Fig. 1: PDN straps and rails
The bar under the picture is 20 um long. Pins as bars on the die edge.
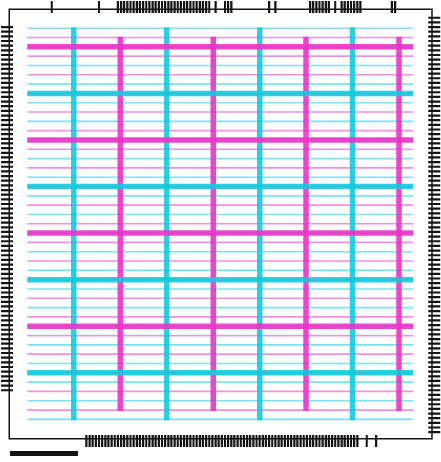
Fig. 2: placed cells, one color a class
The bar under the picture is 20 um long.
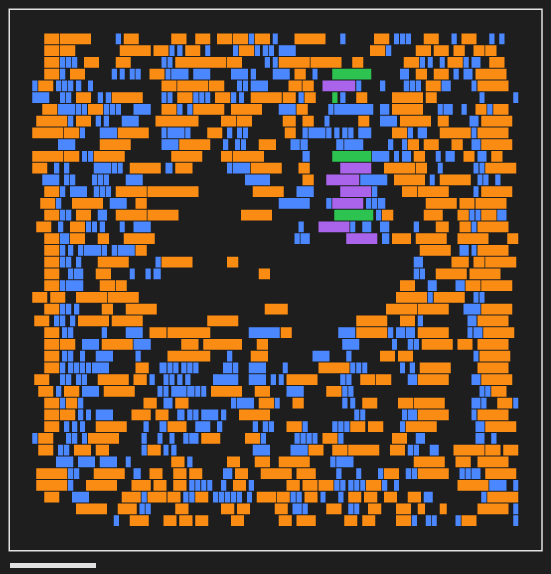
Fig. 3: clock wires, drivers and flops
The bar under the picture is 20 um long.
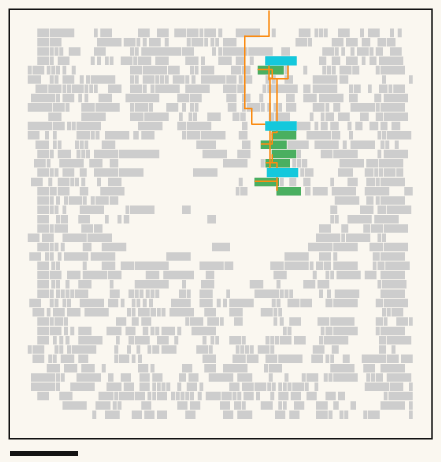
<file path="config.mk">
export PLATFORM = sky130hd
export DESIGN_NAME = mem_port_arbiter_flat
export DESIGN_NICKNAME = d
export VERILOG_FILES = /design/src/rtl/rv_mem_pkg.sv /design/src/rtl/mem_port_arbiter_if.sv /design/src/rtl/mem_req_check.sv /design/src/rtl/mem_port_arbiter.sv /design/src/flat_wrapper.sv
export SDC_FILE = /design/constraint.sdc
export NUM_CORES = 1
export LEC_CHECK = 0
export ABC_AREA = 1
export CORE_AREA = 5 5 118 120
export DETAILED_ROUTE_END_ITERATION = 8
export DIE_AREA = 0 0 123 125
export PLACE_DENSITY_LB_ADDON = 0.12
export SETUP_SLACK_MARGIN = 0.4
export SYNTH_ARGS = -nofsm -noshare
export SYNTH_HDL_FRONTEND = slang
export SYNTH_SLANG_ARGS = --single-unit
</file>
<file path="constraint.sdc">
create_clock -name clock -period 2.6 [get_ports clock]
set_clock_uncertainty 0.15 [all_clocks]
set_input_delay 0.39 -clock clock [delete_from_list [all_inputs] [get_ports clock]]
set_output_delay 0.39 -clock clock [all_outputs]
set_load 0.05 [all_outputs]
</file>
<file path="src/rtl/rv_mem_pkg.sv">
// rv_mem_pkg: shared width codes, port ids, response kinds and memory size
package rv_mem_pkg;
  localparam logic [3:0] W_BYTE = 4'd1;
  localparam logic [3:0] W_HALF = 4'd2;
  localparam logic [3:0] W_WORD = 4'd4;
  localparam logic PORT_I = 1'b0;
  localparam logic PORT_D = 1'b1;
  localparam int MEM_BYTES = 1024;
  typedef enum logic [1:0] {RK_READ, RK_WRITE, RK_ERR} resp_kind_t;
endpackage

</file>
<file path="src/rtl/mem_port_arbiter_if.sv">
// mem_port_arbiter_if: requester ports and shared memory bus around the arbiter
interface mem_port_arbiter_if;
  logic        i_req, d_req;
  logic [31:0] i_addr, d_addr;
  logic [3:0]  i_width, d_width;
  logic        i_write, d_write;
  logic [31:0] i_wdata, d_wdata;
  logic        i_gnt, d_gnt;
  logic        i_rvalid, d_rvalid;
  logic [31:0] i_rdata, d_rdata;
  logic        i_err, d_err;
  logic [31:0] m_address;
  logic [3:0]  m_width;
  logic        m_write;
  logic [31:0] m_data_in;
  logic [31:0] m_data_out;
  modport master (
    output i_req, d_req, i_addr, d_addr, i_width, d_width, i_write, d_write, i_wdata, d_wdata, m_data_out,
    input  i_gnt, d_gnt, i_rvalid, d_rvalid, i_rdata, d_rdata, i_err, d_err, m_address, m_width, m_write, m_data_in
  );
  modport slave (
    input  i_req, d_req, i_addr, d_addr, i_width, d_width, i_write, d_write, i_wdata, d_wdata, m_data_out,
    output i_gnt, d_gnt, i_rvalid, d_rvalid, i_rdata, d_rdata, i_err, d_err, m_address, m_width, m_write, m_data_in
  );
endinterface

</file>
<file path="src/rtl/mem_req_check.sv">
// mem_req_check: flags a request legal when width, alignment and range are valid
module mem_req_check #(
  parameter int MEM_BYTES = rv_mem_pkg::MEM_BYTES
) (
  input  logic [31:0] addr,
  input  logic [3:0]  width,
  output logic        legal
);
  import rv_mem_pkg::*;
  always_comb
    legal = (width == W_BYTE || (width == W_HALF && !addr[0]) || (width == W_WORD && addr[1:0] == 2'b00))
            && addr < 32'(MEM_BYTES);
endmodule

</file>
<file path="src/rtl/mem_port_arbiter.sv">
// mem_port_arbiter: data-priority arbiter with starvation guard for the instruction port
module mem_port_arbiter #(
  parameter int MAX_STARVE = 4,
  parameter int MEM_BYTES  = rv_mem_pkg::MEM_BYTES
) (
  input logic               clock,
  input logic               reset,
  mem_port_arbiter_if.slave bus
);
  import rv_mem_pkg::*;
  localparam int SW = $clog2(MAX_STARVE + 1);
  logic [SW-1:0] starve_cnt;
  logic          i_legal, d_legal, i_win, d_win, legal, access;
  logic          resp_valid, resp_port;
  resp_kind_t    resp_kind;
  mem_req_check #(.MEM_BYTES(MEM_BYTES)) u_i_chk (.addr(bus.i_addr), .width(bus.i_width), .legal(i_legal));
  mem_req_check #(.MEM_BYTES(MEM_BYTES)) u_d_chk (.addr(bus.d_addr), .width(bus.d_width), .legal(d_legal));
  always_comb begin
    i_win = !reset && bus.i_req && (!bus.d_req || starve_cnt == SW'(MAX_STARVE));
    d_win = !reset && bus.d_req && !i_win;
    legal = d_win ? d_legal : i_legal;
    access = (i_win || d_win) && legal;
    bus.i_gnt = i_win;
    bus.d_gnt = d_win;
    bus.m_address = access ? (d_win ? bus.d_addr : bus.i_addr) : '0;
    bus.m_width = access ? (d_win ? bus.d_width : bus.i_width) : '0;
    bus.m_write = access && (d_win ? bus.d_write : bus.i_write);
    bus.m_data_in = access ? (d_win ? bus.d_wdata : bus.i_wdata) : '0;
    bus.i_rvalid = resp_valid && resp_port == PORT_I;
    bus.d_rvalid = resp_valid && resp_port == PORT_D;
    bus.i_rdata = bus.i_rvalid && resp_kind == RK_READ ? bus.m_data_out : '0;
    bus.d_rdata = bus.d_rvalid && resp_kind == RK_READ ? bus.m_data_out : '0;
    bus.i_err = bus.i_rvalid && resp_kind == RK_ERR;
    bus.d_err = bus.d_rvalid && resp_kind == RK_ERR;
  end
  // The response kind is fixed at grant time; memory read data arrives one cycle later
  always_ff @(posedge clock) begin
    if (reset) begin
      resp_valid <= 1'b0;
      resp_port <= PORT_I;
      resp_kind <= RK_READ;
      starve_cnt <= '0;
    end else begin
      resp_valid <= i_win || d_win;
      resp_port <= d_win ? PORT_D : PORT_I;
      resp_kind <= !legal ? RK_ERR : (d_win ? bus.d_write : bus.i_write) ? RK_WRITE : RK_READ;
      starve_cnt <= !(bus.i_req && !i_win) ? '0 : starve_cnt == SW'(MAX_STARVE) ? starve_cnt : starve_cnt + 1'b1;
    end
  end
endmodule

</file>
<file path="src/flat_wrapper.sv">
// flat-port wrapper written by rule: the top's interface ports become plain ports
module mem_port_arbiter_flat import rv_mem_pkg::*;
#(
  parameter int MAX_STARVE = 4,
  parameter int MEM_BYTES  = rv_mem_pkg::MEM_BYTES
)
  (clock, reset, bus_i_req, bus_d_req, bus_i_addr, bus_d_addr, bus_i_width, bus_d_width, bus_i_write, bus_d_write, bus_i_wdata, bus_d_wdata, bus_m_data_out, bus_i_gnt, bus_d_gnt, bus_i_rvalid, bus_d_rvalid, bus_i_rdata, bus_d_rdata, bus_i_err, bus_d_err, bus_m_address, bus_m_width, bus_m_write, bus_m_data_in);
  mem_port_arbiter_if bus_i ();
  input logic clock;
  input logic reset;
  input wire logic [$bits(bus_i.i_req)-1:0] bus_i_req;
  input wire logic [$bits(bus_i.d_req)-1:0] bus_d_req;
  input wire logic [$bits(bus_i.i_addr)-1:0] bus_i_addr;
  input wire logic [$bits(bus_i.d_addr)-1:0] bus_d_addr;
  input wire logic [$bits(bus_i.i_width)-1:0] bus_i_width;
  input wire logic [$bits(bus_i.d_width)-1:0] bus_d_width;
  input wire logic [$bits(bus_i.i_write)-1:0] bus_i_write;
  input wire logic [$bits(bus_i.d_write)-1:0] bus_d_write;
  input wire logic [$bits(bus_i.i_wdata)-1:0] bus_i_wdata;
  input wire logic [$bits(bus_i.d_wdata)-1:0] bus_d_wdata;
  input wire logic [$bits(bus_i.m_data_out)-1:0] bus_m_data_out;
  output wire logic [$bits(bus_i.i_gnt)-1:0] bus_i_gnt;
  output wire logic [$bits(bus_i.d_gnt)-1:0] bus_d_gnt;
  output wire logic [$bits(bus_i.i_rvalid)-1:0] bus_i_rvalid;
  output wire logic [$bits(bus_i.d_rvalid)-1:0] bus_d_rvalid;
  output wire logic [$bits(bus_i.i_rdata)-1:0] bus_i_rdata;
  output wire logic [$bits(bus_i.d_rdata)-1:0] bus_d_rdata;
  output wire logic [$bits(bus_i.i_err)-1:0] bus_i_err;
  output wire logic [$bits(bus_i.d_err)-1:0] bus_d_err;
  output wire logic [$bits(bus_i.m_address)-1:0] bus_m_address;
  output wire logic [$bits(bus_i.m_width)-1:0] bus_m_width;
  output wire logic [$bits(bus_i.m_write)-1:0] bus_m_write;
  output wire logic [$bits(bus_i.m_data_in)-1:0] bus_m_data_in;
  assign bus_i.i_req = bus_i_req;
  assign bus_i.d_req = bus_d_req;
  assign bus_i.i_addr = bus_i_addr;
  assign bus_i.d_addr = bus_d_addr;
  assign bus_i.i_width = bus_i_width;
  assign bus_i.d_width = bus_d_width;
  assign bus_i.i_write = bus_i_write;
  assign bus_i.d_write = bus_d_write;
  assign bus_i.i_wdata = bus_i_wdata;
  assign bus_i.d_wdata = bus_d_wdata;
  assign bus_i.m_data_out = bus_m_data_out;
  assign bus_i_gnt = bus_i.i_gnt;
  assign bus_d_gnt = bus_i.d_gnt;
  assign bus_i_rvalid = bus_i.i_rvalid;
  assign bus_d_rvalid = bus_i.d_rvalid;
  assign bus_i_rdata = bus_i.i_rdata;
  assign bus_d_rdata = bus_i.d_rdata;
  assign bus_i_err = bus_i.i_err;
  assign bus_d_err = bus_i.d_err;
  assign bus_m_address = bus_i.m_address;
  assign bus_m_width = bus_i.m_width;
  assign bus_m_write = bus_i.m_write;
  assign bus_m_data_in = bus_i.m_data_in;
  mem_port_arbiter #(.MAX_STARVE(MAX_STARVE), .MEM_BYTES(MEM_BYTES)) u_core (.clock(clock), .reset(reset), .bus(bus_i));
endmodule
</file>
==> results.txt <==
Implementation results

The later pin in the worst-skew pair is clocked with a latency of 0.23 ns. Per the post-synthesis stats, the area per cell is 4.46 um2. The fraction of layout instances using a drive strength above 1 is 35.0%. The clock buffer count from CTS is 3.

The data arrival time at the worst-slack endpoint is 1.96 ns. During synthesis, Yosys emitted a total of 0 warnings. The category of the critical setup timing path is reg2out. The worst setup path is launched from a register. Switching power as a fraction of the total was reported as 40.3%. The remaining global-route overflow is 0.

Per STA, the startpoint of the critical path is u_core.starve_cnt[0]$_SDFFE_PP0N_. The floorplan step records an initial core utilization of 16.5%. The number of library cell types mapped by synthesis is 26. In this run the worst setup path terminates at bus_m_data_in[24]. The leakage dissipation is 3.54 nW. The final count of pins violating max slew is 0. The detailed-route DRC error count is 0.

The worst register-to-register path ends at u_core.resp_kind[0]$_SDFF_PP0_. In this run the tool buffered the top-level ports with just under 300 buffer cells. The tightest slew margin relative to the limit is between 60% and 70%. Hold timing on the final database bottoms out at a slack of 0.374 ns.

The post-CTS clock slew at the launch and capture registers of the worst setup and hold paths is 0.04 ns. In this run the most critical hold path is launched from u_core.starve_cnt[0]$_SDFFE_PP0N_. The number of primary I/O pins is ~310. By instance count after routing, the leading logic cell types are nand2_1, clkdlybuf4s50_1, buf_12.

Counting cells, the worst reg-to-reg path comes to 11. The worst-case clock buffer depth is 2. The y dimension of the die is ~130 um. STA reports the tightest min-delay check as being of type reg2reg. The standard-cell row count is roughly 42.

The mapped netlist covers 2120 um2. nand2_1 takes more of the synthesized area than any other cell. The detail-routed net length per standard cell is 13.3 um. The number of standard cells reported by yosys is 476. The via count of the first global-routing pass is 3985.

The number of filler cells placed in the layout is 1240. The critical register-to-register path startpoint is u_core.starve_cnt[0]$_SDFFE_PP0N_. The minimum clock period after layout is approximately 2.5 ns. The hold buffer count at cts is 0. The combinational share of power is 68.9%. The top logic cell by instance count in the layout is nand2_1. The share of the clock period used by the worst path after layout is 96.1%. The run finished with clean final reports. Entering global routing, the biggest net connects 33 pins. In this run, flip-flops and latches consume 9.4% of the power. The number of antenna violations at the first check in global routing is 0. After synthesis, the cell types taking the most area are nand2_1, nor2_1, inv_1, buf_4, dfxtp_1. The share of async-settable or async-resettable flops after synthesis is 0%. The synthesis report names the predominant flop master as dfxtp_1. The count of cells along the worst hold path is 2.

The power density normalized to cell area is 166 nW/um2. Warnings raised by the tools during the run amount to 30. The post-synth tally of flip-flops with integrated enable is 0. Per the OpenROAD floorplan log, the width of the die is 123 um.

The area of the chip is about 15000 um2. The sequential area share after synthesis is under 10%. The number of failing setup endpoints in the final timing report is 0.

The first routing iteration left 54 violations. The layout overhead on the synthesized area is 243%. The count of antenna-violating nets left after detailed routing is 0. The end point of the most critical hold path is u_core.starve_cnt[0]$_SDFFE_PP0N_.

The maximum level of the CTS H-tree is 1. The net switching component of the power is 0.487 mW. Setup repair after global routing could not meet its margin everywhere. Setup total negative slack on the finished layout was measured at 0 ns. For flop-to-flop paths, the worst setup slack is around 0.75 ns.

The chip area from the yosys synthesis statistics is 2120 um2. The sort of element at the end of the critical path is a primary output. The clock tree root buffer cell is clkbuf_16. In the log, the iteration count for the first detailed-route pass is 4. The count of state elements after synthesis is 7. The final hold violation count recorded for this run is 0. The biggest fanout along the worst timing path is 7. The clock network is responsible for 21.7% of the overall power. The TritonCTS clock tree is done. The share of synthesized area in the top cell type comes to 27.1%. In the routed layout, each cell is associated on average with a via count of 3.87. The routed layout has 3783 vias. The area of the core is 12900 um2.

The net total in the final layout is 978. The synthesized netlist cell count is around 480.
About Fig. 1:
| color | net |
|---|---|
| cyan | VSS |
| magenta | VDD |
met4 straps: 8
met1 rails: 43

About Fig. 2:
| color | class | cells | share of their area |
|---|---|---|---|
| blue | all other logic | 449 | 33% |
| purple | flip-flops | 7 | 2.0% |
| orange | other buffers and delay cells | 341 | 64% |
| green | clock drivers and dummy loads | 4 | 1.1% |

About Fig. 3:
[green] flip-flops | count: 7
[cyan] cells driving clock nets | count: 3
[orange] clock wires | length: 151 um
routed clock nets: 4

cells by family (layout without fill, tap and decap cells):
logic type / Yosys count / count (layout) / synth area share, %
and+or+nand+nor: 320 / 320 / 58.8
buffers and inverters: 137 / 440 / 30.5
AOI/OAI and AO/OA: 7 / 7 / 1.83
DFF: 7 / 7 / 6.61
adders and majority gates: 2 / 2 / 1.18
other: 1 / 23 / 0.177
xor gates and xnor gates: 1 / 1 / 0.413
muxes: 1 / 1 / 0.472
area by class of cell:
cell class / count / area, um2 / area share [%]
sequential: 7 / 143 / 1.96
multi-input combinational: 354 / 1950 / 26.9
inverter: 95 / 370 / 5.10
tap: 176 / 220 / 3.03
timing repair buffer: 341 / 4500 / 61.9
clock buffer: 4 / 78.8 / 1.08
power by group through the flow:
| stage | sequential [mW] | combinational, mW | clock [mW] |
|---|---|---|---|
| global placement | 0.115 | 0.789 | 0 |
| finish | 0.114 | 0.833 | 0.262 |
| CTS | 0.114 | 0.820 | 0.265 |
| floorplan | 0.115 | 0.404 | 0 |
| global route | 0.114 | 0.895 | 0.273 |
| detailed placement | 0.115 | 0.797 | 0 |
timing repair:
item / 4_1_cts / 5_1_grt
endpoints found under the hold margin: 0 / 0
setup endpoints to repair: 68 / 62
buffers inserted: 13 / 8
gates cloned: 5 / 1
gates resized: 91 / 37
pin swaps: 62 / 39
Yosys cell counts (3+ instances only):
cell and number:
clkbuf_1 6, nor2_1 149, buf_2 7, inv_1 79, dfxtp_1 7, buf_4 25
clkinv_1 15, nand2_1 153, nor2_2 3, o21ai_0 5, nand3_1 5, buf_6 4
state kept, by name, summed over array words and instances, names as in the netlist:
register and count:
u_core.starve_cnt 3, u_core.resp_kind 2, u_core.resp_port 1, u_core.resp_valid 1
worst max-delay path, cell delays in order (launching register included):
cell and delay, ns:
dfxtp_2 0.33, inv_2 0.04, ha_4 0.15, nand2_4 0.07, nand2_4 0.06, nand2_4 0.09, nand2_8 0.07, a21oi_4 0.14
nand2_4 0.06, nand2_4 0.08, nand2_8 0.09, buf_8 0.15, buf_12 0.14, nor2_4 0.10, buf_12 0.14
stage by stage:
step	setup WS [ns]	utilization, %	instance area (um2)	total power, mW	instances
2_1_floorplan	0.186	-	2660	0.519	498
3_3_place_gp	-0.135	52.1	6710	0.905	946
3_5_place_dp	-0.119	52.1	6710	0.912	946
4_1_cts	0.0197	55.2	7100	1.20	968
5_1_grt	0.00462	56.4	7270	1.28	977
6_report	0.102	56.4	7270	1.21	977
routing by layer:
metal / vias up / track usage [%] / wire (um)
li1: 1946 / - / -
met1: 1640 / 15.6 / 4350
met2: 184 / 30.7 / 6820
met3: 13 / 6.41 / 1650
met4: 0 / 2.74 / 172
met5: - / 0 / 0
Power and IR drop assume default switching activity.
